Design t05_htree_builder, sky130hd; sources not shown.
Figure 1. Cell outlines without signal wires (run 1).
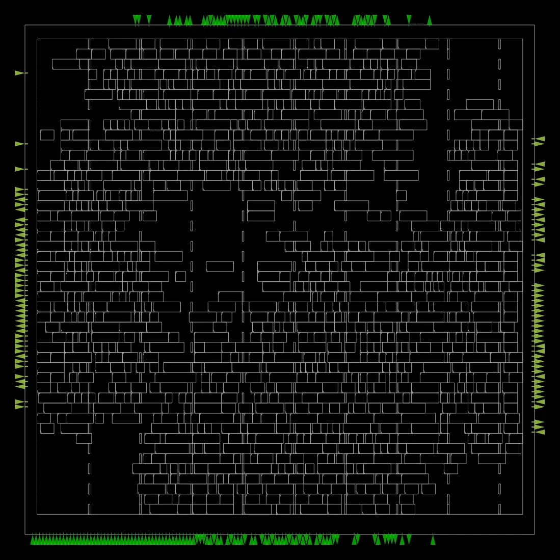
Placeable Area: 16700 um2
flop share of the area: 0.354
flop count: 191
row count: 47

Figure 2. I/O nets highlighted (run 1).
(3 px per um)
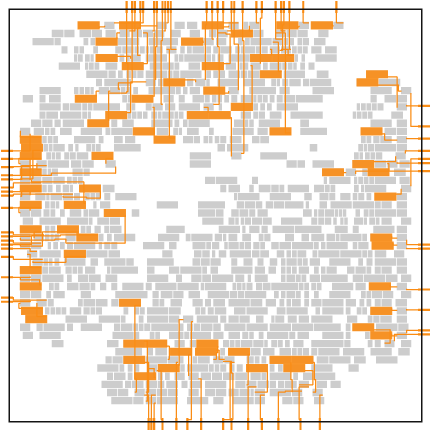
legend:
  orange:
    port: mem_wr_data
    bits: 71
    direction: output
    edge: 26 top, 18 left, 14 bottom, 13 right
    end_cells: 71
    buffers: 71
    wire: 1730 um
number of port buffers: 193
Ports: 240

Figure 3. Routed metal per tile (run 1).
(3 px per um) 27 x 27 tiles, from dark blue (low) to red (high), scaled to the fullest tile. Values are wire area over tile area, all layers added.
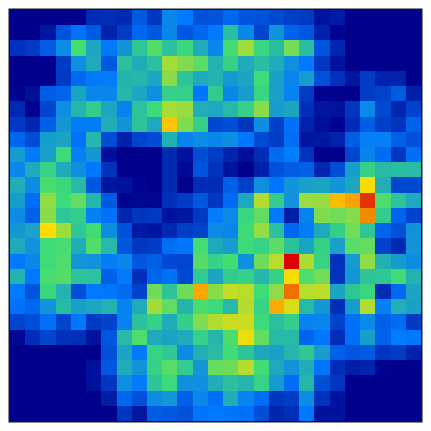
emptiest ninth of the die: top right
fullest tile: 0.69
nearly empty tiles: 14%
total wirelength of the detailed-routed design: 21.2 mm
drt wl/cell: 16.9 um
total via count after detailed routing: 6569
GRT Overall Usage: 0.231

==> run summary, run 1 <==
Results of an implementation run.

The flow ran to the end, and the final reports show no timing, DRC or antenna violations. The hold buffer count at cts is 0. The final-layout setup total negative slack is 0 ns. The path type of the worst min-delay path is primary input to flop. Per the OpenROAD timing report, the critical path contains 6 cells. The ratio of cells with drive above 1 in the final layout is 0.167.

The clock tree from TritonCTS is built. The post-placement cell area is roughly 10000 um2. The measured slew at the worst slew-check pin is a little over 0.9 ns. The normalized max-slew margin is 0.396.

The final period utilization is 0.863. The shortest period the worst path allows is 2.50 ns. The chip area is roughly 19000 um2. The maximum vdd drop is 0.395 mV. The combinational share of power is 0.062. The post-synthesis instance area is 8760 um2. In this run the remaining antenna-violating nets after routing total 0. The peak per-stage delay on the critical path is 0.66 ns. The violation count after the first detailed-route iteration is 431. The worst setup path is of the flop to flop kind.

The number of antenna violations at the first check in global routing came to 0. The first-pass GRT wire length is ~33 mm. The via density per instance is ~5.2. The endpoint type of the worst setup path is a flop. Synthesis produced 934 cells.

The final antenna diode tally reported by the flow is 0. Entering global routing, the biggest net connects about 66 pins.
## run 1: area by class of cell
cell class / instances / area [um2] / share of cell area
Sequential cell: 191 / 3820 / 0.354
Multi-Input combinational cell: 575 / 3770 / 0.349
Timing Repair Buffer: 230 / 2320 / 0.215
Clock buffer: 19 / 433 / 0.0401
Tap cell: 220 / 275 / 0.0255
Clock inverter: 13 / 163 / 0.0151
Inverter: 5 / 18.8 / 0.00174
## run 1: stage by stage
step	instances	utilization
2_1_floorplan	979	-
3_3_place_gp	1221	0.611
3_5_place_dp	1221	0.611
4_1_cts	1253	0.647
5_1_grt	1253	0.647
6_report	1253	0.647
## run 1: layer usage
metal / wire length, um / global-route usage
met5: 0 / -
met1: 8790 / 0.277
met2: 10400 / 0.383
met3: 1580 / 0.0614
met4: 429 / 0.0676
## run 1: worst reg2reg max path: cells and delay by family (launching register included)
kind,cells,cell delay (ns)
compound gates,4,1.29
simple gates,2,0.80
flops,1,0.35
## run 1: power groups by stage
stage          combinational [mW]  clock [mW]  sequential (mW)
6_report                    0.331        2.39             2.65
5_1_grt                     0.356        2.52             2.65
4_1_cts                     0.330        2.42             2.65
3_5_place_dp                0.328           0             2.71
3_3_place_gp                0.324           0             2.71
2_1_floorplan               0.224           0             2.71
Figure 4. Routed metal, one color a layer (run 1).
(3 px per um) Two of the layers only.
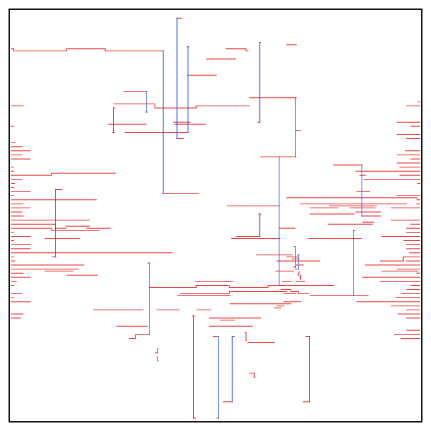

==> run 2: changes to the inputs <==
ABC_AREA = 1   (was default)
CORE_UTILIZATION = 52   (was 51)
Figure 5. Routed metal, one color a layer (run 2).
(3 px per um) Two of the layers only.
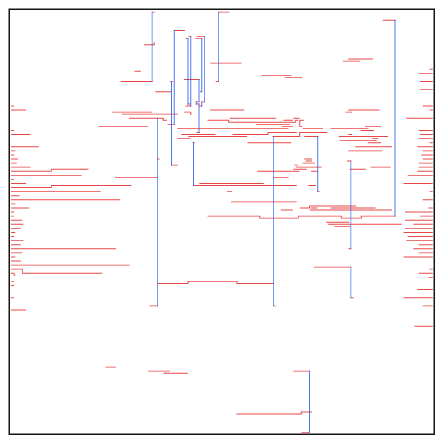
legend:
  red:
    layer: metal 3
    wire_length: 1440 um
  blue:
    layer: metal 4
    wire_length: 486 um
total via count after detailed routing: 7943
GRT Overall Usage: 0.233
drt wl/cell: 14.7 um
total wirelength of the detailed-routed design: 22.8 mm

==> run 2 against run 1 <==
  * Sequential cell count is the same
  * Routed wire length grew 7.6%
  * Combinational power grew about 30%
  * Critical path type is now flop to output port
  * Cell area grew 4.3%
==> run summary, run 2 <==
Results of an implementation run.

The I/O pin count is 240. The clock tree from TritonCTS is built. In this run the cell area measured after placement is 10600 um2.

The post-synthesis instance area is 9500 um2. Counting every instance in the synthesized netlist gives 1259. The measured slew at the worst slew-check pin is roughly 0.58 ns.

The number of placed instances, taps included is around 1500. The longest incremental delay of any stage on the critical path is reported as between 0.8 and 0.9 ns. The placeable core region is 17600 um2.

VDD sags by at most 0.410 mV. STA classifies the critical path endpoint as an output port. Entering global routing, the biggest net connects ~85 pins.

In the final layout, the share of cells above drive strength 1 is 0.123. The shortest period the worst path allows is 2.28 ns. The run finished with clean final reports. The number of antenna violations at the first check in global routing was 0. All stages included, the depth of the critical timing path comes to 1. The final report lists a non-filler cell total of roughly 1600. Along the worst hold path, the cell count comes to 2. Summed over all failing endpoints, the final setup total negative slack is 0 ns. The normalized max-slew margin is 0.611. The chip area is approximately 20000 um2. The detailed router finished its first iteration with 594 violations.

The path type of the worst min-delay path is primary input to flop. The final max-slew violation count is 0. 0 antenna diodes ended up in the layout. The number of nets with antenna violations after detailed routing is 0. Row generation in the floorplan step produced roughly 48 rows. The via density per instance is 5.11. The type of the worst setup path is flop to output port. The final period utilization is 0.787. Hold repair after CTS inserted 0 buffers. The flow measured a signed area growth from synthesis to layout of 18.7%.
-- run 2: through the flow --
| stage | power, mW | hold slack [ns] | util |
|---|---|---|---|
| finish | 5.61 | 0.451 | 0.641 |
| global route | 5.79 | 0.455 | 0.641 |
| CTS | 5.64 | 0.431 | 0.641 |
| detailed placement | 3.16 | 0.484 | 0.604 |
| global placement | 3.15 | 0.478 | 0.604 |
| floorplan | 3.07 | 0.468 | - |
-- run 2: final cells by class --
type	instances	area, um2
Clock inverter	15	219
Tap cell	225	282
Clock buffer	17	425
Multi-Input combinational cell	701	3660
Sequential cell	191	3820
Timing Repair Buffer	210	2120
Fill cell	1473	6330
Inverter	194	734
-- run 2: report_power, final --
group | switching, mW | leakage (nW) | internal, mW
sequential | 0.0141 | 1.54 | 2.66
clock | 1.17 | 0.313 | 1.34
combinational | 0.226 | 2.96 | 0.205
-- run 2: routing by layer --
metal / GRT usage / vias up / wire [um]
met2: 0.382 / 265 / 11200
met4: 0.0811 / 0 / 485
met1: 0.284 / 3675 / 9710
li1: - / 3958 / -
met5: - / - / 0
met3: 0.0533 / 45 / 1440
Power and IR drop assume default switching activity.
